Fig. 1: supply network
Drawn at 6 px/um. Pins as bars on the die edge.
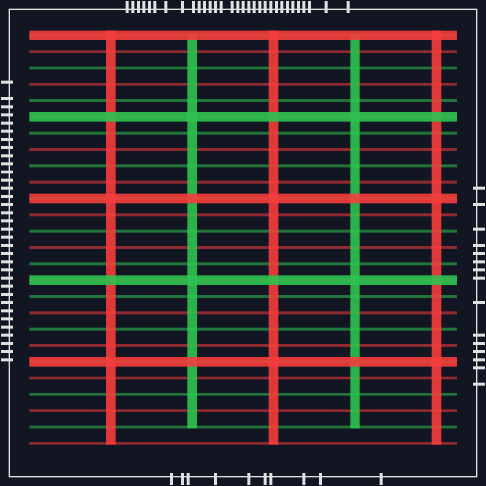
Fig. 2: track usage over the die
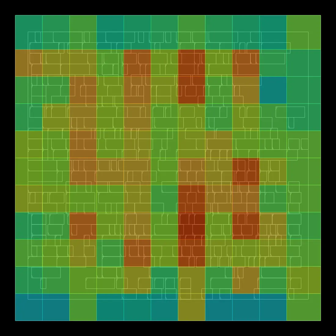
===== src/rtl/engine_tick_scheduler.sv =====
// ---------------------------------------------------------------------------
// engine_tick_scheduler
//
// Runs the DSP engine once per received audio frame. A rising edge on
// sample_valid is one frame event. In the normal path the sample is
// registered into engine_in and the engine gets a one-cycle tick. The
// scheduler then ignores engine_ready for a guard window, because the engine
// drops ready a few cycles late. After that it waits for ready and latches
// engine_out into sample_out for the I2S transmitter.
//
// Frames that arrive while a pass is in flight, or while the engine reports
// not-ready, are dropped. Each dropped frame gives a one-cycle overrun pulse
// and bumps a saturating counter. Bypass routes a frame straight to
// sample_out without touching the engine.
//
// Optional feature: define ENGINE_WATCHDOG_EN to add a WAIT-state watchdog.
// If the engine never becomes ready within TIMEOUT_CYCLES WAIT cycles, the
// pass is abandoned, the output is muted and a sticky timeout_flag is set.
// Without the macro, WAIT lasts until engine_ready and timeout_flag is 0.
//
// Parameters
//   DATA_WIDTH     sample width in bits
//   GUARD_CYCLES   cycles after the tick during which engine_ready is ignored
//   TIMEOUT_CYCLES watchdog limit in WAIT cycles (watchdog build only)
//   CNT_WIDTH      overrun counter width
//
// Ports
//   sys_clk        in   system clock
//   reset          in   synchronous, active-high reset
//   sample_valid   in   frame valid level from the I2S receiver
//   sample_in      in   received sample, stable while sample_valid is high
//   engine_ready   in   DSP engine idle/done
//   engine_out     in   DSP engine result
//   bypass         in   1 = pass sample_in straight to sample_out
//   clear_status   in   one-cycle pulse clearing overrun_count/timeout_flag
//   tick_engine    out  one-cycle pulse starting an engine pass
//   engine_in      out  registered sample presented to the engine
//   sample_out     out  registered sample for the I2S transmitter
//   busy           out  high whenever a pass is in progress
//   overrun        out  one-cycle pulse per dropped frame
//   overrun_count  out  dropped-frame count, saturating at all-ones
//   timeout_flag   out  sticky watchdog flag
// ---------------------------------------------------------------------------
module engine_tick_scheduler #(
    parameter int DATA_WIDTH     = 16,
    parameter int GUARD_CYCLES   = 2,
    parameter int TIMEOUT_CYCLES = 1024,
    parameter int CNT_WIDTH      = 16
) (
    input  logic                  sys_clk,
    input  logic                  reset,
    input  logic                  sample_valid,
    input  logic [DATA_WIDTH-1:0] sample_in,
    input  logic                  engine_ready,
    input  logic [DATA_WIDTH-1:0] engine_out,
    input  logic                  bypass,
    input  logic                  clear_status,
    output logic                  tick_engine,
    output logic [DATA_WIDTH-1:0] engine_in,
    output logic [DATA_WIDTH-1:0] sample_out,
    output logic                  busy,
    output logic                  overrun,
    output logic [CNT_WIDTH-1:0]  overrun_count,
    output logic                  timeout_flag
);

    localparam int GW = (GUARD_CYCLES > 1) ? $clog2(GUARD_CYCLES) : 1;
    localparam logic [GW-1:0] GUARD_LAST = GW'((GUARD_CYCLES > 0) ? GUARD_CYCLES - 1 : 0);

    typedef enum logic [1:0] {
        S_IDLE  = 2'd0,
        S_TICK  = 2'd1,
        S_GUARD = 2'd2,
        S_WAIT  = 2'd3
    } state_t;

    // Saturating increment: the counter sticks at all-ones.
    function automatic logic [CNT_WIDTH-1:0] sat_inc(input logic [CNT_WIDTH-1:0] v);
        if (v == {CNT_WIDTH{1'b1}}) begin
            return v;
        end
        return v + 1'b1;
    endfunction

    state_t                         state_q, state_d;
    logic                           valid_q;
    logic [GW-1:0]                  guard_q, guard_d;
    logic signed [DATA_WIDTH-1:0]   engine_in_q, engine_in_d;
    logic signed [DATA_WIDTH-1:0]   sample_out_q, sample_out_d;
    logic                           overrun_q;
    logic [CNT_WIDTH-1:0]           cnt_q, cnt_d;
    logic                           frame_evt;
    logic                           drop;

`ifdef ENGINE_WATCHDOG_EN
    localparam int WW = (TIMEOUT_CYCLES > 1) ? $clog2(TIMEOUT_CYCLES) : 1;
    localparam logic [WW-1:0] WD_LAST = WW'((TIMEOUT_CYCLES > 0) ? TIMEOUT_CYCLES - 1 : 0);

    logic [WW-1:0] wd_q, wd_d;
    logic          tflag_q, tflag_d;
    logic          wd_hit;
`endif

    // A level held high is a single event: only the low-to-high transition counts.
    assign frame_evt = sample_valid & ~valid_q;

    // ---- next-state / datapath selection ----
    always_comb begin
        state_d      = state_q;
        guard_d      = guard_q;
        engine_in_d  = engine_in_q;
        sample_out_d = sample_out_q;
        drop         = 1'b0;
`ifdef ENGINE_WATCHDOG_EN
        wd_hit       = 1'b0;
`endif

        case (state_q)
            S_IDLE: begin
                if (frame_evt) begin
                    if (bypass) begin
                        sample_out_d = sample_in;
                    end else if (engine_ready) begin
                        engine_in_d = sample_in;
                        state_d     = S_TICK;
                    end else begin
                        drop = 1'b1;
                    end
                end
            end

            S_TICK: begin
                guard_d = '0;
                state_d = (GUARD_CYCLES > 0) ? S_GUARD : S_WAIT;
            end

            // engine_ready may still show the previous "idle" level here.
            S_GUARD: begin
                if (guard_q == GUARD_LAST) begin
                    state_d = S_WAIT;
                end else begin
                    guard_d = guard_q + 1'b1;
                end
            end

            S_WAIT: begin
                // A ready arriving on the final watchdog cycle still wins.
                if (engine_ready) begin
                    sample_out_d = engine_out;
                    state_d      = S_IDLE;
                end
`ifdef ENGINE_WATCHDOG_EN
                else if (wd_q == WD_LAST) begin
                    sample_out_d = '0;
                    wd_hit       = 1'b1;
                    state_d      = S_IDLE;
                end
`endif
            end

            default: begin
                state_d = S_IDLE;
            end
        endcase

        // Frames arriving mid-pass are dropped; the pass itself is unaffected.
        if (frame_evt && (state_q != S_IDLE)) begin
            drop = 1'b1;
        end

        // Clear takes effect first, so a coincident drop leaves the count at 1.
        cnt_d = clear_status ? '0 : cnt_q;
        if (drop) begin
            cnt_d = sat_inc(cnt_d);
        end
    end

    // ---- registers ----
    always_ff @(posedge sys_clk) begin
        if (reset) begin
            state_q      <= S_IDLE;
            valid_q      <= 1'b0;
            guard_q      <= '0;
            engine_in_q  <= '0;
            sample_out_q <= '0;
            overrun_q    <= 1'b0;
            cnt_q        <= '0;
        end else begin
            state_q      <= state_d;
            valid_q      <= sample_valid;
            guard_q      <= guard_d;
            engine_in_q  <= engine_in_d;
            sample_out_q <= sample_out_d;
            overrun_q    <= drop;
            cnt_q        <= cnt_d;
        end
    end

`ifdef ENGINE_WATCHDOG_EN
    // ---- watchdog ----
    // The counter is held at zero outside WAIT, so it restarts on every WAIT entry.
    always_comb begin
        wd_d    = (state_q == S_WAIT) ? wd_q + 1'b1 : '0;
        tflag_d = clear_status ? 1'b0 : tflag_q;
        if (wd_hit) begin
            tflag_d = 1'b1;
        end
    end

    always_ff @(posedge sys_clk) begin
        if (reset) begin
            wd_q    <= '0;
            tflag_q <= 1'b0;
        end else begin
            wd_q    <= wd_d;
            tflag_q <= tflag_d;
        end
    end

    assign timeout_flag = tflag_q;
`else
    // No watchdog: the flag is constant 0. TIMEOUT_CYCLES is never negative,
    // so this term is always false and keeps the parameter referenced.
    assign timeout_flag = (TIMEOUT_CYCLES < 0);
`endif

    // ---- outputs ----
    assign tick_engine   = (state_q == S_TICK);
    assign busy          = (state_q != S_IDLE);
    assign engine_in     = engine_in_q;
    assign sample_out    = sample_out_q;
    assign overrun       = overrun_q;
    assign overrun_count = cnt_q;

endmodule

===== config.mk =====
export PLATFORM = sky130hd
export DESIGN_NAME = engine_tick_scheduler
export DESIGN_NICKNAME = d
export VERILOG_FILES = /design/src/rtl/engine_tick_scheduler.sv
export SDC_FILE = /design/constraint.sdc
export NUM_CORES = 1
export LEC_CHECK = 0
export CAP_MARGIN = 20
export CORE_MARGIN = 3
export CORE_UTILIZATION = 47
export CTS_CLUSTER_SIZE = 30
export DETAILED_ROUTE_END_ITERATION = 10
export PLACE_DENSITY = 0.84
export RECOVER_POWER = 25
export SYNTH_ARGS = -nofsm -noshare
export SYNTH_HDL_FRONTEND = slang
export SYNTH_SLANG_ARGS = --single-unit

===== constraint.sdc =====
create_clock -name sys_clk -period 2.88 [get_ports sys_clk]
set_input_delay 0.432 -clock sys_clk [delete_from_list [all_inputs] [get_ports sys_clk]]
set_output_delay 0.432 -clock sys_clk [all_outputs]
set_load 0.1 [all_outputs]

==> notes.md <==
Results of the run.

The run finished with clean final reports. The later-pin clock latency in the skew report is roughly 0.3 ns. The report lists the power per cell area as 703 nW/um^2. The element type at the critical path end is a flop. The number of cells upsized or downsized after cts is 0. The residual DRC count is 0. The violation tally from detailed-route iteration zero is around 130.

The worst setup skew after layout is between 0.002 and 0.0025 ns. In this run the critical register-to-register path is captured at overrun_count[14]. The hold-critical path endpoint is overrun_count[8].

The top fanout value on the critical path is 9. In the Yosys report the total cell count is approximately 260. The cell area that synthesis handed to floorplanning was 2410 um^2. TritonCTS built the clock tree. In this run the critical register-to-register path is launched from state_q[0]. Looking at the critical path, the single cell with the biggest stage delay is sky130_fd_sc_hd__clkdlybuf4s50_1. The summed standard-cell area reported by yosys is approximately 2400 um^2.

The number of buffers and inverters on the critical path is 1. The final critical path time including I/O delays and setup is 2.24 ns. In the final design database the tool counted 384 nets.

The total tool warning count is 30. The post-synthesis register bit count is 53. The most frequent logic cell in the layout is sky130_fd_sc_hd__dfxtp_1. Per the placement log, port buffering inserted 88 buffers.

The floorplan step defined a core boundary enclosing 4850 um^2. The first global-routing pass estimated approximately 9.6 mm of wire.
Back to the opening pictures, Fig. 1:
[VDD] green
[VSS] red
met4 straps: 5
rows: 25
signal pins: 90
met5 straps: 5
met1 rails: 26

Back to the opening pictures, Fig. 2:
detailed-route wire length per cell: 14.1 um
most used routing layer: met2
routing usage on met1: 23.4%

metrics by stage:
stage          instance area, um^2  util, %  hold WS (ns)  cells  worst slack [ns]
2_1_floorplan                 2410        -         0.460    259             0.358
3_3_place_gp                  3200     65.9         0.474    400             0.362
3_5_place_dp                  3200     65.9         0.483    400             0.328
4_1_cts                       3290     67.8         0.497    407             0.653
5_1_grt                       3200     65.9         0.533    407             0.469
6_report                      3200     65.9         0.491    407             0.636
area by class of cell:
type	instances	area, um^2
fillers	442	1650
well taps	67	83.8
clock inverters	1	7.51
multi-input cells	185	1270
clock buffers	6	82.6
flip-flops and latches	53	1060
inverters	4	15.0
repair buffers	91	681
power by group:
group          switching [mW]  internal, mW
clock network           0.237         0.191
logic                   0.749         0.230
registers              0.0399         0.801
total                    1.03          1.22
logic make-up after synthesis:
logic type      Yosys count  synth area share (%)
simple gates             96                  19.9
flops                    53                  44.0
compound gates           41                  12.4
mux                      37                  15.3
buf+inv                  21                  3.73
fa+ha+maj                 6                  3.11
xor+xnor                  4                  1.45
other cells               1                 0.155
metal layers:
metal	global-route usage (%)	wire length, um	vias up
met2	33.0	2790	66
li1	-	-	1076
met3	6.50	457	9
met4	5.87	83	0
met1	23.4	2430	999
met5	0	0	-
registers in the layout, summed over array words and instances, names as in the netlist:
register / cells
overrun: 1
valid_q: 1
engine_in: 16
state_q: 2
overrun_count: 16
sample_out: 16
guard_q: 1
how the worst max path moves through the flow:
stage                startpoint                 to  slack, ns  depth (start not counted)
4_1_cts            clear_status  overrun_count[14]       0.65                          7
5_1_grt            clear_status  overrun_count[14]       0.47                          7
6_report           clear_status  overrun_count[14]       0.64                          7
3_5_place_dp       clear_status  overrun_count[14]       0.33                          7
3_3_place_gp       clear_status  overrun_count[14]       0.36                          7
2_1_floorplan  overrun_count[0]  overrun_count[14]       0.36                          6
worst min-delay path, stage by stage (launching register included):
cell	delay (ns)
sky130_fd_sc_hd__dfxtp_1	0.34
sky130_fd_sc_hd__nand2_1	0.06
sky130_fd_sc_hd__mux2i_1	0.05
cell usage after synthesis (2+ instances only):
library cell and n:
sky130_fd_sc_hd__or2_2 2, sky130_fd_sc_hd__nand2b_1 4, sky130_fd_sc_hd__inv_1 4, sky130_fd_sc_hd__nor3_1 2
sky130_fd_sc_hd__or3_1 7, sky130_fd_sc_hd__nor2b_1 10, sky130_fd_sc_hd__a211oi_1 21, sky130_fd_sc_hd__mux2i_1 37
sky130_fd_sc_hd__nand2_1 8, sky130_fd_sc_hd__xnor2_1 4, sky130_fd_sc_hd__and4_1 2, sky130_fd_sc_hd__buf_2 6
sky130_fd_sc_hd__a21oi_1 6, sky130_fd_sc_hd__ha_1 6, sky130_fd_sc_hd__nand3_1 7, sky130_fd_sc_hd__o21ai_0 5
sky130_fd_sc_hd__clkbuf_1 10, sky130_fd_sc_hd__nand4_1 5, sky130_fd_sc_hd__dfxtp_1 53, sky130_fd_sc_hd__nor2_1 43
Power figures rest on the tool's default switching activity, not on a simulated workload.
